<file path="src/rtl/pwm_update_arbiter.sv">
// Round-robin arbiter that merges host and soft-start updates into the PWM duty and
// frequency FIFOs, keeping a shadow occupancy count so a full FIFO is never written.
module pwm_update_arbiter #(
    parameter int WIDTH = 8,
    parameter int DEPTH = 8,
    parameter int CNT_W = $clog2(DEPTH + 1)
) (
    input  logic             i_clk,
    input  logic             i_rst,
    input  logic             i_r0_valid,
    input  logic [WIDTH-1:0] i_r0_duty,
    input  logic [WIDTH-1:0] i_r0_freq,
    input  logic             i_r0_duty_en,
    input  logic             i_r0_freq_en,
    output logic             o_r0_ready,
    input  logic             i_r1_valid,
    input  logic [WIDTH-1:0] i_r1_duty,
    input  logic [WIDTH-1:0] i_r1_freq,
    input  logic             i_r1_duty_en,
    input  logic             i_r1_freq_en,
    output logic             o_r1_ready,
    input  logic             i_period_start,
    output logic [WIDTH-1:0] o_duty_cycle,
    output logic             o_duty_cycle_we,
    output logic [WIDTH-1:0] o_switch_freq,
    output logic             o_switch_freq_we,
    output logic [CNT_W-1:0] o_duty_level,
    output logic [CNT_W-1:0] o_freq_level,
    output logic             o_last_grant
);

    localparam logic [CNT_W:0] LP_DEPTH = (CNT_W + 1)'(DEPTH);

    logic [CNT_W-1:0] r_duty_level;
    logic [CNT_W-1:0] r_freq_level;
    logic             r_duty_we_p1;
    logic             r_freq_we_p1;
    logic [WIDTH-1:0] r_duty_p1;
    logic [WIDTH-1:0] r_freq_p1;
    logic             r_last_grant;

    logic             w_pop_d;
    logic             w_pop_f;
    logic [CNT_W:0]   w_duty_sum;
    logic [CNT_W:0]   w_freq_sum;
    logic             w_space_d;
    logic             w_space_f;
    logic             w_elig0;
    logic             w_elig1;
    logic             w_gnt0;
    logic             w_gnt1;
    logic             w_gnt_any;
    logic             w_sel_duty_en;
    logic             w_sel_freq_en;
    logic [WIDTH-1:0] w_sel_duty;
    logic [WIDTH-1:0] w_sel_freq;

    assign w_pop_d = i_period_start && (r_duty_level != '0);
    assign w_pop_f = i_period_start && (r_freq_level != '0);

    // Space is judged against the level plus the write already in flight; a same-cycle pop is ignored.
    assign w_duty_sum = {1'b0, r_duty_level} + {{CNT_W{1'b0}}, r_duty_we_p1};
    assign w_freq_sum = {1'b0, r_freq_level} + {{CNT_W{1'b0}}, r_freq_we_p1};
    assign w_space_d  = (w_duty_sum < LP_DEPTH);
    assign w_space_f  = (w_freq_sum < LP_DEPTH);

    assign w_elig0 = i_r0_valid && (!i_r0_duty_en || w_space_d) && (!i_r0_freq_en || w_space_f);
    assign w_elig1 = i_r1_valid && (!i_r1_duty_en || w_space_d) && (!i_r1_freq_en || w_space_f);

    always_comb begin
        w_gnt0 = 1'b0;
        w_gnt1 = 1'b0;
        if (w_elig0 && w_elig1) begin
            w_gnt0 = r_last_grant;
            w_gnt1 = !r_last_grant;
        end else begin
            w_gnt0 = w_elig0;
            w_gnt1 = w_elig1;
        end
    end

    assign w_gnt_any     = w_gnt0 || w_gnt1;
    assign w_sel_duty_en = w_gnt1 ? i_r1_duty_en : i_r0_duty_en;
    assign w_sel_freq_en = w_gnt1 ? i_r1_freq_en : i_r0_freq_en;
    assign w_sel_duty    = w_gnt1 ? i_r1_duty    : i_r0_duty;
    assign w_sel_freq    = w_gnt1 ? i_r1_freq    : i_r0_freq;

    assign o_r0_ready = w_gnt0;
    assign o_r1_ready = w_gnt1;

    // Write stage: grant in one cycle, FIFO write enables the next.
    always_ff @(posedge i_clk) begin
        if (i_rst) begin
            r_duty_we_p1 <= 1'b0;
            r_freq_we_p1 <= 1'b0;
            r_duty_p1    <= '0;
            r_freq_p1    <= '0;
            r_last_grant <= 1'b1;
        end else begin
            r_duty_we_p1 <= w_gnt_any && w_sel_duty_en;
            r_freq_we_p1 <= w_gnt_any && w_sel_freq_en;
            if (w_gnt_any) begin
                r_duty_p1    <= w_sel_duty;
                r_freq_p1    <= w_sel_freq;
                r_last_grant <= w_gnt1;
            end
        end
    end

    always_ff @(posedge i_clk) begin
        if (i_rst) begin
            r_duty_level <= '0;
            r_freq_level <= '0;
        end else begin
            if (r_duty_we_p1 && !w_pop_d) begin
                r_duty_level <= r_duty_level + CNT_W'(1);
            end else if (!r_duty_we_p1 && w_pop_d) begin
                r_duty_level <= r_duty_level - CNT_W'(1);
            end
            if (r_freq_we_p1 && !w_pop_f) begin
                r_freq_level <= r_freq_level + CNT_W'(1);
            end else if (!r_freq_we_p1 && w_pop_f) begin
                r_freq_level <= r_freq_level - CNT_W'(1);
            end
        end
    end

    assign o_duty_cycle     = r_duty_p1;
    assign o_duty_cycle_we  = r_duty_we_p1;
    assign o_switch_freq    = r_freq_p1;
    assign o_switch_freq_we = r_freq_we_p1;
    assign o_duty_level     = r_duty_level;
    assign o_freq_level     = r_freq_level;
    assign o_last_grant     = r_last_grant;

endmodule

</file>
<file path="config.mk">
export PLATFORM = sky130hd
export DESIGN_NAME = pwm_update_arbiter
export DESIGN_NICKNAME = d
export VERILOG_FILES = /design/src/rtl/pwm_update_arbiter.sv
export SDC_FILE = /design/constraint.sdc
export NUM_CORES = 1
export LEC_CHECK = 0
export CAP_MARGIN = 0
export CORE_AREA = 2 2 79 51
export DETAILED_ROUTE_END_ITERATION = 10
export DIE_AREA = 0 0 81 53
export HOLD_SLACK_MARGIN = 0.15
export PLACE_DENSITY = 0.8
export SLEW_MARGIN = 25
export SYNTH_ARGS = -nofsm -noshare
export SYNTH_HDL_FRONTEND = slang
export SYNTH_SLANG_ARGS = --single-unit
</file>
<file path="constraint.sdc">
create_clock -name i_clk -period 2.7 [get_ports i_clk]
set_input_delay 0.54 -clock i_clk [delete_from_list [all_inputs] [get_ports i_clk]]
set_output_delay 0.54 -clock i_clk [all_outputs]
set_load 0.01 [all_outputs]
</file>
==> flow_summary.json <==
{
  "peakVddDrop_v": 0.000535,
  "setup-tns-final_ns": 0,
  "clk_pin_slew_ns": 0.09,
  "synth.avg_cell_area_um2": 9.72,
  "hold_viol_final": 0,
  "cp_cell_sequence": "clkdlybuf4s50_1, a221oi_2, a21boi_2, clkdlybuf4s50_1",
  "final_cell_mix": "clkdlybuf4s50_1 (68), dfxtp_1 (27), mux2i_1 (20)",
  "critPathCaptureType": "primary output",
  "ys_warn_count": 0,
  "combPwrFrac_pct": 54.4,
  "ys_chip_area_um2": 1340,
  "skew_ns": 0.00263,
  "hold_class": "reg -> reg",
  "cts_resized": 2,
  "post_drt_wl_per_cell_um": 12.6,
  "worst_path_most_repeated_cell": "clkdlybuf4s50_1",
  "dr_total_vias": 1234,
  "worst_pin_slew_ns": 0.644,
  "setup_violations": 0,
  "cts-hold-fix-buffers": 0,
  "syn2layout_area_growth_pct": 61.9,
  "p_leak_nw": 0.879,
  "num_io_pins": 70,
  "yosys.area.top_type_share_pct": 40.3,
  "insertedDiodeCount": 0,
  "clockRootBuffer": "clkbuf_8",
  "rsz0062_at_grt": "no",
  "grt_antenna_before_repair": 0,
  "worstPathMaxFanout": 2,
  "cp_data_arrival_time_ns": 2.08,
  "status": "complete, no violations",
  "slew_headroom_pct": 57.0,
  "cts-htree-levels": 1,
  "largest_area_cell": "dfxtp_1",
  "reg2reg_depth": 10,
  "grt_pass1_vias": 1121,
  "pg_clk_w": 0.000219,
  "nets": 265,
  "max-clock-path-buffers": 2,
  "p_per_area_nw_per_um2": 812,
  "place_congestion": 0.726,
  "fp_nets": 187,
  "worst_path_max_delay_cell": "clkdlybuf4s50_1",
  "syn_inst": 138,
  "clock_sink_count": 27,
  "slew_violations": 0,
  "portBuffers": 69,
  "r2r-end": "o_duty_level[3]",
  "drtAntennaViolNets": 0,
  "p_int_w": 0.00113,
  "ys.flops": 27,
  "power_frac_seq_pct": 33.2,
  "warnings": 26
}
==> area by class of cell <==
class / instances / area, um^2 / share of cell area [%]
Timing Repair Buffer: 78 / 757 / 34.9
Multi-Input combinational cell: 101 / 751 / 34.6
Sequential cell: 27 / 541 / 24.9
Tap cell: 47 / 58.8 / 2.71
Clock buffer: 3 / 41.3 / 1.90
Inverter: 5 / 18.8 / 0.864
Clock inverter: 1 / 5.00 / 0.230
==> metal layers <==
metal,part of all wire (%),vias up,track usage (%),wire length [um]
li1,-,637,-,-
met1,48,552,20.6,1570
met2,43,43,25.9,1410
met3,9.4,2,6.31,309
met4,0.30,0,1.69,10
met5,0,-,0,0
==> through the flow <==
| stage | instances | power, W | instance area [um^2] |
|---|---|---|---|
| finish | 262 | 0.00176 | 2170 |
| global route | 262 | 0.00191 | 2170 |
| CTS | 261 | 0.00178 | 2160 |
| detailed placement | 256 | 0.00155 | 2110 |
| global placement | 256 | 0.00152 | 2100 |
| floorplan | 138 | 0.00116 | 1340 |
==> state kept, by name, summed over array words and instances (netlist names) <==
| register | cells |
|---|---|
| o_duty_level | 4 |
| o_switch_freq_we | 1 |
| o_freq_level | 4 |
| o_last_grant | 1 |
| o_duty_cycle_we | 1 |
| o_switch_freq | 8 |
| o_duty_cycle | 8 |
==> logic make-up (layout without fill, tap and decap cells) <==
| group | Yosys count | count (layout) | synth area share (%) |
|---|---|---|---|
| adder cells (fa/ha/maj) | 8 | 8 | 8.58 |
| flip-flops | 27 | 27 | 40.3 |
| XOR/XNOR | 6 | 6 | 3.92 |
| AND/OR/NAND/NOR | 31 | 31 | 9.33 |
| multiplexers | 20 | 20 | 14.9 |
| buffers and inverters | 10 | 87 | 4.66 |
| AND-OR/OR-AND | 36 | 36 | 18.3 |
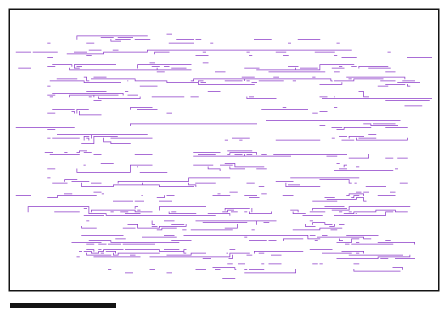
(met1 routing)
Bar = 20 um.
share of all routed wire = 48%
nets with wire on the layer = 230
main direction = horizontal
longest straight run = 38.6 um
wire length on this layer = 1570 um

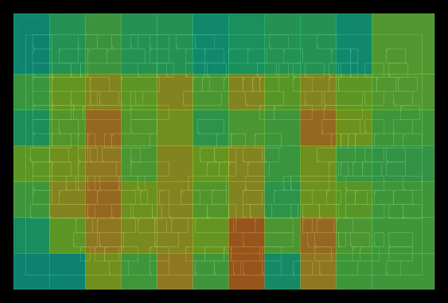
(congestion heat map)
M1 GR Usage: 20.6%
Util after Layout: 61.5%
total global-route track usage: 15.9%
routing usage on met2: 25.9%
GR Util met3: 6.31%

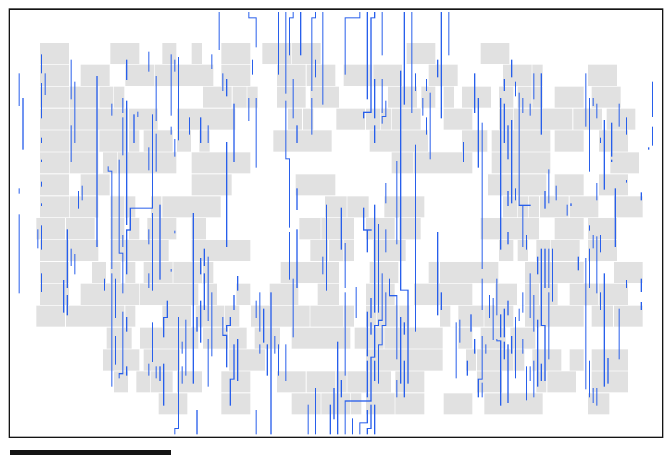
(met2 routing)
Bar = 20 um.
share of all routed wire = 43%
nets with wire on the layer = 219
main direction = vertical

No activity file was given, so power comes from the tool's default toggle rates.
